`src/rtl/gray_seq_decoder_pkg.sv`:
```
// Shared definitions for the Gray-code link: state encoding and Gray/binary conversion helpers.
// The helpers work on a 32-bit container so any narrower code can be zero-extended into them.
package gray_seq_decoder_pkg;

  localparam int GW = 32;

  typedef enum logic [1:0] {
    ST_IDLE   = 2'd0,
    ST_RESYNC = 2'd1,
    ST_LOCKED = 2'd2
  } state_t;

  // Zero-extension is harmless: the extra high Gray bits are 0 and contribute nothing to the prefix XOR
  function automatic logic [GW-1:0] gray2bin(input logic [GW-1:0] g);
    logic [GW-1:0] b;
    b[GW-1] = g[GW-1];
    for (int i = GW-2; i >= 0; i--) b[i] = b[i+1] ^ g[i];
    return b;
  endfunction

  function automatic logic [GW-1:0] bin2gray(input logic [GW-1:0] b);
    return b ^ (b >> 1);
  endfunction

endpackage

```
`src/rtl/gray_seq_decoder_if.sv`:
```
// Sample stream into the decoder and its decoded/status outputs.
interface gray_seq_decoder_if #(
  parameter int W  = 3,
  parameter int CW = 4
);
  logic          in_valid;
  logic [W-1:0]  gray_in;
  logic          out_valid;
  logic [W-1:0]  bin_out;
  logic          locked;
  logic          step_err;
  logic [CW-1:0] wrap_count;
  logic          wrap_ovf;

  modport master (
    output in_valid, gray_in,
    input  out_valid, bin_out, locked, step_err, wrap_count, wrap_ovf
  );

  modport slave (
    input  in_valid, gray_in,
    output out_valid, bin_out, locked, step_err, wrap_count, wrap_ovf
  );
endinterface

```
`src/rtl/gray_seq_decoder_gray_to_bin.sv`:
```
// Combinational Gray-to-binary decode of a W-bit code.
module gray_to_bin
  import gray_seq_decoder_pkg::*;
#(
  parameter int W = 3
) (
  input  logic [W-1:0] gray,
  output logic [W-1:0] bin
);
  logic [GW-1:0] wide;

  assign wide = gray2bin(GW'(gray));
  assign bin  = wide[W-1:0];
endmodule

```
`src/rtl/gray_seq_decoder.sv`:
```
// Gray stream monitor: decodes each accepted sample, checks it is a hold or +1 step,
// tracks lock with a re-lock run counter, and counts wraps seen while locked.
module gray_seq_decoder
  import gray_seq_decoder_pkg::*;
#(
  parameter int W        = 3,
  parameter int CW       = 4,
  parameter int SYNC_LEN = 2
) (
  input  logic               clk,
  input  logic               reset,
  gray_seq_decoder_if.slave  bus
);
  localparam int RW = $clog2(SYNC_LEN + 1);

  state_t        state, state_nxt;
  logic [W-1:0]  prev_bin, prev_nxt;
  logic [RW-1:0] run_cnt, run_nxt;
  logic          err_nxt;
  logic [CW-1:0] wrap_count, wrap_nxt;
  logic          wrap_ovf, ovf_nxt;
  logic          out_valid;
  logic          step_err;
  logic [W-1:0]  cur;
  logic          is_hold, is_inc, is_wrap;

  gray_to_bin #(.W(W)) u_dec (
    .gray (bus.gray_in),
    .bin  (cur)
  );

  assign is_hold = (cur == prev_bin);
  assign is_inc  = (cur == prev_bin + W'(1));
  assign is_wrap = is_inc && (prev_bin == {W{1'b1}});

  always_comb begin
    state_nxt = state;
    prev_nxt  = prev_bin;
    run_nxt   = run_cnt;
    err_nxt   = 1'b0;
    wrap_nxt  = wrap_count;
    ovf_nxt   = wrap_ovf;
    if (bus.in_valid) begin
      // prev_bin follows every sample, even an illegal one, so re-lock counts from the new position
      prev_nxt = cur;
      case (state)
        ST_IDLE: begin
          state_nxt = ST_RESYNC;
          run_nxt   = '0;
        end
        ST_RESYNC: begin
          if (is_inc) begin
            if (run_cnt == RW'(SYNC_LEN - 1)) begin
              state_nxt = ST_LOCKED;
              run_nxt   = '0;
            end else begin
              run_nxt = run_cnt + RW'(1);
            end
          end else if (!is_hold) begin
            err_nxt = 1'b1;
            run_nxt = '0;
          end
        end
        ST_LOCKED: begin
          if (is_inc || is_hold) begin
            if (is_wrap) begin
              wrap_nxt = wrap_count + CW'(1);
              if (wrap_count == {CW{1'b1}}) ovf_nxt = 1'b1;
            end
          end else begin
            err_nxt   = 1'b1;
            state_nxt = ST_RESYNC;
            run_nxt   = '0;
          end
        end
        default: begin
          state_nxt = ST_IDLE;
          run_nxt   = '0;
        end
      endcase
    end
  end

  // Output stage: one cycle after the sample edge
  always_ff @(posedge clk or posedge reset) begin
    if (reset) begin
      state      <= ST_IDLE;
      prev_bin   <= '0;
      run_cnt    <= '0;
      wrap_count <= '0;
      wrap_ovf   <= 1'b0;
      out_valid  <= 1'b0;
      step_err   <= 1'b0;
    end else begin
      state      <= state_nxt;
      prev_bin   <= prev_nxt;
      run_cnt    <= run_nxt;
      wrap_count <= wrap_nxt;
      wrap_ovf   <= ovf_nxt;
      out_valid  <= bus.in_valid;
      step_err   <= err_nxt;
    end
  end

  assign bus.out_valid  = out_valid;
  assign bus.bin_out    = prev_bin;
  assign bus.locked     = (state == ST_LOCKED);
  assign bus.step_err   = step_err;
  assign bus.wrap_count = wrap_count;
  assign bus.wrap_ovf   = wrap_ovf;
endmodule

```
`src/flat_wrapper.sv`:
```
// flat-port wrapper written by rule: the top's interface ports become plain ports
module gray_seq_decoder_flat import gray_seq_decoder_pkg::*;
#(
  parameter int W        = 3,
  parameter int CW       = 4,
  parameter int SYNC_LEN = 2
)
  (clk, reset, bus_in_valid, bus_gray_in, bus_out_valid, bus_bin_out, bus_locked, bus_step_err, bus_wrap_count, bus_wrap_ovf);
  gray_seq_decoder_if #(.W(W), .CW(CW)) bus_i ();
  input  logic clk;
  input  logic reset;
  input wire logic [$bits(bus_i.in_valid)-1:0] bus_in_valid;
  input wire logic [$bits(bus_i.gray_in)-1:0] bus_gray_in;
  output wire logic [$bits(bus_i.out_valid)-1:0] bus_out_valid;
  output wire logic [$bits(bus_i.bin_out)-1:0] bus_bin_out;
  output wire logic [$bits(bus_i.locked)-1:0] bus_locked;
  output wire logic [$bits(bus_i.step_err)-1:0] bus_step_err;
  output wire logic [$bits(bus_i.wrap_count)-1:0] bus_wrap_count;
  output wire logic [$bits(bus_i.wrap_ovf)-1:0] bus_wrap_ovf;
  assign bus_i.in_valid = bus_in_valid;
  assign bus_i.gray_in = bus_gray_in;
  assign bus_out_valid = bus_i.out_valid;
  assign bus_bin_out = bus_i.bin_out;
  assign bus_locked = bus_i.locked;
  assign bus_step_err = bus_i.step_err;
  assign bus_wrap_count = bus_i.wrap_count;
  assign bus_wrap_ovf = bus_i.wrap_ovf;
  gray_seq_decoder #(.W(W), .CW(CW), .SYNC_LEN(SYNC_LEN)) u_core (.clk(clk), .reset(reset), .bus(bus_i));
endmodule
```
`config.mk`:
```
export PLATFORM = sky130hd
export DESIGN_NAME = gray_seq_decoder_flat
export DESIGN_NICKNAME = d
export VERILOG_FILES = /design/src/rtl/gray_seq_decoder_pkg.sv /design/src/rtl/gray_seq_decoder_if.sv /design/src/rtl/gray_seq_decoder_gray_to_bin.sv /design/src/rtl/gray_seq_decoder.sv /design/src/flat_wrapper.sv
export SDC_FILE = /design/constraint.sdc
export NUM_CORES = 1
export LEC_CHECK = 0
export CAP_MARGIN = 20
export CORE_UTILIZATION = 50
export CTS_CLUSTER_DIAMETER = 60
export DETAILED_ROUTE_END_ITERATION = 6
export PLACE_DENSITY = 0.77
export SYNTH_ARGS = -nofsm -noshare
export SYNTH_HDL_FRONTEND = slang
export SYNTH_SLANG_ARGS = --single-unit
```
`constraint.sdc`:
```
create_clock -name clk -period 2.9 [get_ports clk]
set_input_delay 0.435 -clock clk [delete_from_list [all_inputs] [get_ports clk]]
set_output_delay 0.435 -clock clk [all_outputs]
set_load 0.02 [all_outputs]
```
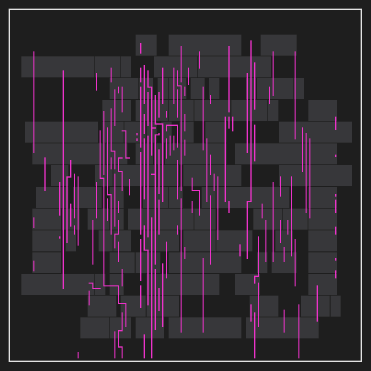
**Above:** M2 wires.
Scale: 8 px per um. Cells faint in the background.
- share of all routed wire: 46%
- nets with wire on the layer: 91
final WL: 1501 um
GRT met2 Usage: 0.3134
via count: 650

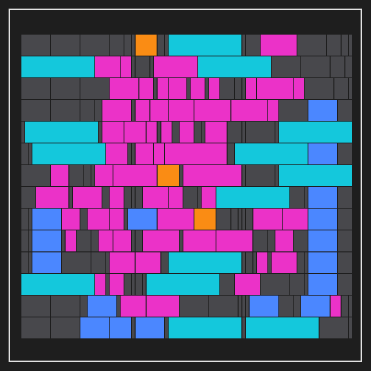
**Above:** cell classes on the final placement.
Scale: 8 px per um. Fill, decap, tap and diode cells in grey.
- cyan: flops (cells 14; share of their area 34%)
- orange: clock drivers (cells 3; share of their area 2.2%)
- magenta: combinational and other logic (cells 63; share of their area 48%)
- blue: other buffers and delay cells (cells 17; share of their area 16%)

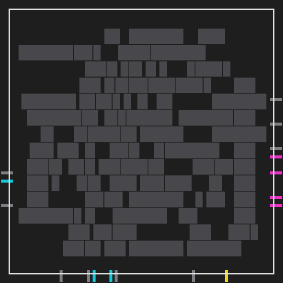
**Above:** pin placement.
Scale: 6 px per um. Pins as bars across the die edge, other pins in grey.
- yellow: reset (pins 1; direction input; edge south)
- magenta: bus_wrap_count (pins 4; direction output; edge east)
- cyan: bus_bin_out (pins 3; direction output; edge 2 south, 1 west)
- all pins by edge: 7 south, 7 east, 3 west

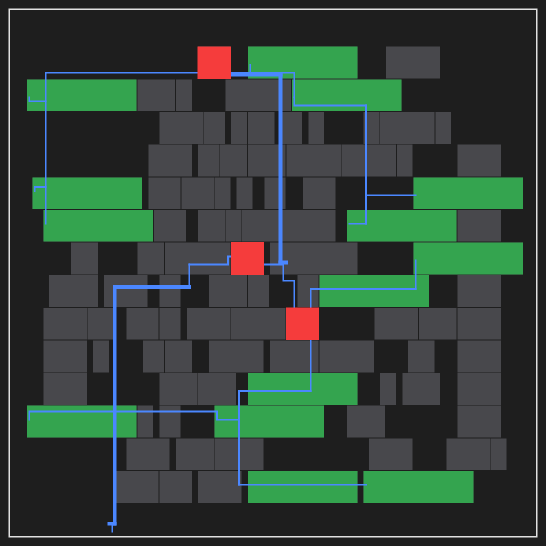
**Above:** clock network drawn from the DEF.
Scale: 12 px per um.
- blue: clock wires (length 189 um)
- red: clock drivers (count 3)
- green: flip-flops (count 14)
- flops lie: all over the die
Clock group: 0.108 mW
final clock skew: 0.6703 ps

==> cell usage after synthesis, types with 2 or more instances <==
library cell  instances
nand3_1               4
nor2_1                5
xor2_1                2
nand4_1               2
ha_1                  7
buf_2                 3
o22ai_1               2
xnor2_1               4
inv_1                 5
dfrtp_1              14
mux2_2                2
nor3_1                2
a21oi_1               2
nand2_1               3
or3_1                 2
==> how the worst min path moves through the flow <==
stage,startpoint,endpoint,slack [ps],cells past startpoint
2_1_floorplan,reset,u_core.bus.bin_out[0],320,1
3_3_place_gp,u_core.bus.wrap_ovf,u_core.bus.wrap_ovf,460,1
3_5_place_dp,u_core.bus.wrap_ovf,u_core.bus.wrap_ovf,460,1
4_1_cts,u_core.bus.wrap_ovf,u_core.bus.wrap_ovf,480,1
5_1_grt,u_core.bus.wrap_ovf,u_core.bus.wrap_ovf,500,1
6_report,u_core.bus.wrap_ovf,u_core.bus.wrap_ovf,470,1
==> registers in the layout (all words and copies together), names as in the netlist <==
register,count
u_core.state,2
u_core.bus.out_valid,1
u_core.bus.wrap_ovf,1
u_core.bus.step_err,1
u_core.bus.wrap_count,4
u_core.bus.bin_out,3
u_core.run_cnt,2
==> cell families (layout without fill, tap and decap cells) <==
family                   Yosys count  after routing  synth area share
XOR/XNOR                           6              6           0.06009
flip-flops                        14             14            0.4006
AND-OR/OR-AND                     17             17            0.1488
AND/OR/NAND/NOR                   23             23            0.1717
adder cells (fa/ha/maj)            7              7            0.1001
multiplexers                       5              5           0.06723
buffers and inverters              9             25           0.05150
==> per-stage QoR <==
stage / hold WS [ps] / utilization
2_1_floorplan: 324.2 / -
4_1_cts: 477.3 / 0.6714
3_5_place_dp: 458.5 / 0.6571
3_3_place_gp: 457.1 / 0.6571
5_1_grt: 503.5 / 0.6714
6_report: 470.8 / 0.6714
==> worst reg2reg max path, stage by stage (launching register included) <==
cell,delay [ps]
dfrtp_1,420
ha_1,210
ha_1,310
or3_1,350
a21o_1,200
mux2i_1,240
o21ai_1,170
a211o_1,340
o2111ai_2,80
==> area by class of cell <==
cell class	instances	area [sq um]
Timing Repair Buffer	17	167.7
Clock buffer	3	22.52
Inverter	5	18.77
Sequential cell	14	350.3
Multi-Input combinational cell	58	479.2
Fill cell	124	518.0
Tap cell	16	20.02
==> layer usage <==
| layer | share of wire | up-vias | wire, um | GRT usage |
|---|---|---|---|---|
| li1 | - | 329 | - | - |
| met1 | 0.47 | 297 | 707 | 0.2328 |
| met2 | 0.46 | 18 | 697 | 0.3134 |
| met3 | 0.035 | 6 | 52 | 0.03750 |
| met4 | 0.029 | 0 | 43 | 0.1313 |
| met5 | 0 | - | 0 | 0 |
==> power by group <==
part           switching (mW)  internal [mW]
registers              0.0205          0.218
clock network          0.0596         0.0481
logic                   0.122          0.101
==> flow_summary.toml <==
# flow metrics
[floorplan]
chipWidth_um = 43.83
core-area_sq_mm = 0.001577
fp-utilization = 0.5548
num_io_pins = 17
rows = 14
chipArea_sq_mm = 0.001921
die_y_um = 43.83

[critical_path]
critical_path_class = "reg2reg"
cp.depth = 8
crit_start = "u_core.bus.bin_out[0]"
rrSetupSlack_ps = 500
required_ps = 3100
worstSetupEndpointType = "flop"
crit_slowest_cell = "dfrtp_1"
critPathCapture = "u_core.state[0]"
crit_buf_inv = 0
worstPathCellList = "ha_1, ha_1, or3_1, a21o_1, mux2i_1, o21ai_1, a211o_1, o2111ai_2"
r2r-start = "u_core.bus.bin_out[0]"
path_common_cell = "ha_1"
crit_path_max_incr_delay_ps = 420
crit_family = "AND-OR/OR-AND gates"
cp.arrival_ps = 2600
worstPathMaxFanout = 4
critPathLaunchType = "flop"

[clock_network]
cts_root_buf = "clkbuf_4"
cts_buffer_depth = 2
cts_setup_buffers = 0
path_clk_slew_ps = 80
cts_buffers = 3
tritoncts = "done"
cts-resized-gates = 0
clock_sinks = 14
htree_levels = 1

[final_timing]
slew_violations = 0
finalWorstSetupSlack_ps = 498.5
fin_tns_setup_ps = 0
period_needed_ps = 2401
post-route-period-util = 0.8281
max_freq_mhz = 416.4
tightest_slew_ps = 535.5
rsz0062_at_grt = "false"
setup_viol = 0
relSlewSlack = 0.6426

[run_status]
status = "finished, violations left"
violations = "DRC"

[placement]
placed_cells = 110
dp_slack_ps = 360.3
routabilityCongestion = 0.8531

[route]
drcViolationCount = 2
ant_nets = 0
dr.pass1.iters = 6
first_iter_violations = 8
wl_per_cell_um = 13.28
vias_per_cell = 5.752

[logic_synthesis]
fp_nets = 94
syn_area_per_cell_sq_um = 10.80
yosysWarnings = 0
top_area_frac = 0.4006
ys.flop_type = "dfrtp_1"
syn_area_sq_um = 874.6
synthCells = 81
ys_cells = 81
ys_seq_share = 0.4006
yosysTopAreaCell = "dfrtp_1"
synthArstFlopShare = 1.000
edf_count = 0

[finish]
syn_to_final_growth_pct = 21.03
layout_top_cells = "clkdlybuf4s50_1 (16), dfrtp_1 (14), ha_1 (7)"
stdcell_count = 113
num_antenna_cells = 0
nets = 112

[pwr]
peakVddDrop_mv = 0.3241
power_mw = 0.5687
power.density_mw_per_mm2 = 537.3
p_leak_nw = 0.4962

[worst_hold_path]
hold_class = "reg2reg"

[grt]
grt_max_degree = 16
antenna_found_initial = 0
grt_pass1_wl_um = 2635

[run]
drv_cap = 0
Power and IR drop assume default switching activity.
